Fig. 1: the metal 1 layer
Supply wires on this layer in grey.
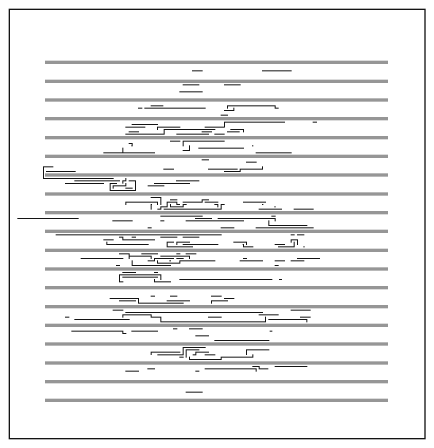
Fig. 2: selected gate families
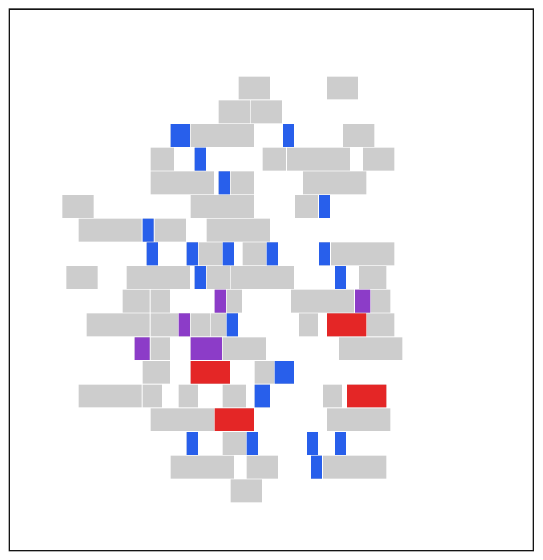
Fig. 3: signal wires by layer
Scale bar: 20 um. Two of the layers only.
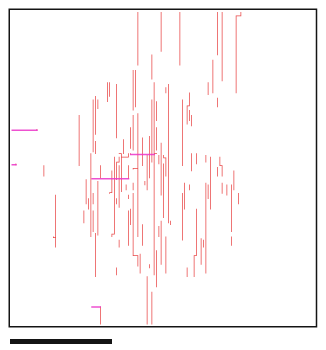
Fig. 4: signal wires on met2
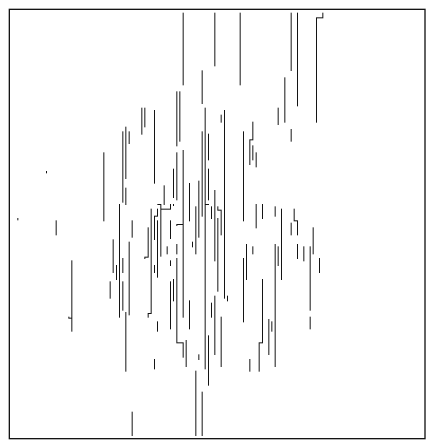
==> config.mk <==
export PLATFORM = sky130hd
export DESIGN_NAME = pdm_demodulator
export DESIGN_NICKNAME = d
export VERILOG_FILES = /design/src/rtl/pdm_pkg.sv /design/src/rtl/pdm_window_counter.sv /design/src/rtl/pdm_demodulator.sv
export SDC_FILE = /design/constraint.sdc
export NUM_CORES = 1
export LEC_CHECK = 0
export CELL_PAD_IN_SITES_DETAIL_PLACEMENT = 0
export CELL_PAD_IN_SITES_GLOBAL_PLACEMENT = 1
export CORE_AREA = 5 5 55 57
export DETAILED_ROUTE_END_ITERATION = 12
export DIE_AREA = 0 0 60 62
export HOLD_SLACK_MARGIN = 0.15
export PLACE_DENSITY = 0.67
export SYNTH_ARGS = -nofsm -noshare
export SYNTH_HDL_FRONTEND = slang
export SYNTH_HIERARCHICAL = 1
export SYNTH_SLANG_ARGS = --single-unit
==> constraint.sdc <==
create_clock -name clk -period 3.4 [get_ports clk]
set_input_delay 0.85 -clock clk [delete_from_list [all_inputs] [get_ports clk]]
set_output_delay 0.85 -clock clk [all_outputs]
set_load 0.01 [all_outputs]
==> results.txt <==
Post-synthesis chip area from yosys: 699.4 um2
First drt pass iteration count: 4
Max Slew Vio Count: 0
Leak Pwr: 0.3295 nW
Reg2Reg Depth: 6
Syn Nets: 80
IO Port Bufs: 10
RSZ-0062 raised after global routing: false
CP max stage delay: 0.48 ns
Ant diodes: 0
Final hold slack: 0.4877 ns
Die Area: 3720 um2
Fin. Hold Viols: 0
WP buf/inv: 1
Number of global-route vias before repair: 506
Avg Inst Size Synth: 9.714 um2
Place WS: 0.8425 ns
HPWL Detailed: 958 um
Post-route clock period utilization: 67.06%
Tool warnings: 26
Synth Cell Area: 699.4 um2
CP delay by family, top: simple AND/OR/NAND/NOR gates
Post-Synthesis Cells: 72
R2R setup slack: 1.34 ns
Flip-flops with a built-in enable: 0
Crit. End Element: flip-flop
Storage cell area: 360.3 um2
Prevailing post-synth register cell: dfxtp_1
Clk buf depth: 2
Clock Pin Slew Worst Setup and Hold Paths: 0.10 ns
Yosys warnings: 6
Via/cell ratio: 4.461
Post-synth seq share: 51.52%
CP Depth: 7
Status: finished clean
Hold Path Cell Cnt: 2
H-tree levels: 1
Final worst setup slack: 1.120 ns
Fraction of registers with async set/reset: 0%
Yosys reg bits: 18
Hold Crit Class: reg -> reg
Crit-path slowest cell: clkdlybuf4s50_1
Post-CTS Setup Inserts: 0
CP Cell Sequence: clkdlybuf4s50_1, ha_1, nand3_2, or3_1, nand2_1, nor2_1, a211oi_1
Setup Viol. Count Final: 0
Pwr dens: 417.7 nW/um2
Ports: 11
DR iter-0 viols: 4
Dominant logic cell types in the final layout: 18 x nor2_1, 18 x dfxtp_1, 10 x clkdlybuf4s50_1
Tmin final: 2.280 ns
First-pass GRT wire length: 2194 um
CTS tree: built
Max-slew headroom: 47.41%
Rows: 18
Maximum number of pins on one net before global-route repair: 13
Multi-input logic area: 327.8 um2
Share of cells above drive strength 1: 5.882%
Root Buffer: clkbuf_4
Fp util: 28.76%
Clk ins delay skew pair: 0.28 ns
Total CTS buffers: 3
Required @ worst endpoint: 3.61 ns
Worst Max-Slew Pin Slew: 0.7872 ns
Fmax: 438.6 MHz
# clock sinks: 18
Remaining antenna violation count after routing: 0
Die X: 60 um
Ys cells: 72
FILL cells: 263
Post-route DRC: 0
Max reg flops: 6
Max VDD drop: 0.1697 mV
CP arrival: 2.49 ns
Post-CTS Resized: 0
Yosys cell types: 19
Area Overhead vs Synth: 23.26%
Core ar.: 2432 um2
GPL Wtd Cong: 0.7470
Setup Total Neg Slack: 0 ns
CP Launch Type: primary input
Critical path fanouts, max: 6
WS Path Type: in -> reg
Initial antenna violation count: 0
Max Cap Violations: 0
Grt ovf: 0
Fin nets: 94
Worst Clk Skew: 0.001401 ns
Count of hold-fix buffers inserted at cts: 0
Die Y: 62 um
-- Fig. 1 (at the start) --
The layer carries 595 um of wire. The wires run mostly horizontal. The layer holds 46% of the routed length.
via count: 513
met1 Resource Use GR: 10.21%
Detailed Route WL: 1280 um

-- Fig. 2 (at the start) --
Key: fa/ha/maj cells = red [cells 4, most used ha_1]; nand cells = purple [cells 5]; nor cells = blue [cells 21, most used nor2_1]
Layout Cells excl Fill: 115
Comb/total area: 38.03%

-- Fig. 3 (at the start) --
Key: M2 = red [wire length 642 um]; M3 = magenta [wire length 18.9 um]
WL/cell: 11.13 um
GRT Util Overall: 8.186%

-- Fig. 4 (at the start) --
74 nets have wire on it. The layer carries 642 um of wire. The wires run mostly vertical.
M2 GR Usage: 12.50%

-- cells in the mapped netlist, types with 2 or more instances --
| cell | instances | area share [%] |
|---|---|---|
| nor2b_1 | 2 | 1.8 |
| ha_1 | 4 | 7.2 |
| xnor2_1 | 3 | 3.8 |
| nand3_1 | 2 | 1.4 |
| dfxtp_1 | 18 | 52 |
| or3_1 | 2 | 1.8 |
| nand2_1 | 2 | 1.1 |
| a211oi_1 | 5 | 5.4 |
| nor2_1 | 18 | 9.7 |
| xor2_1 | 2 | 2.5 |
| and2_1 | 6 | 5.4 |
-- final cells by class --
cell class,instances,area share [%]
clock buffer,4,4.209
multi-input combinational,53,38.03
sequential,18,41.80
tap,30,4.354
timing repair buffer,10,11.61
-- layer usage --
metal,wire length (um),GRT usage [%]
met3,18,0.6198
met1,594,10.21
met4,25,7.595
met5,0,0
met2,642,12.50
-- through the flow --
stage          utilization [%]  cell area (um2)  power (mW)  std cells
2_1_floorplan                -            699.4      0.2284         72
3_3_place_gp             33.95            825.8      0.2375        111
3_5_place_dp             33.95            825.8      0.2373        111
4_1_cts                  35.44            862.1      0.3689        115
5_1_grt                  35.44            862.1      0.3788        115
6_report                 35.44            862.1      0.3601        115
-- worst min-delay path, stage by stage (launching register included) --
cell and delay (ns):
dfxtp_1 0.32, nor2_1 0.08, a211oi_1 0.05
-- power breakdown --
group / switching, mW / internal (mW)
sequential: 0.00162 / 0.214
combinational: 0.00883 / 0.00792
clock: 0.0630 / 0.0651
total: 0.0734 / 0.287
-- cell families after synthesis --
family	after synthesis	synth area share, %
compound gates	8	7.871
mux	1	1.431
flops	18	51.52
simple gates	35	24.15
buf+inv	1	1.610
xor+xnor	5	6.262
fa+ha+maj	4	7.156
Power and IR drop assume default switching activity.
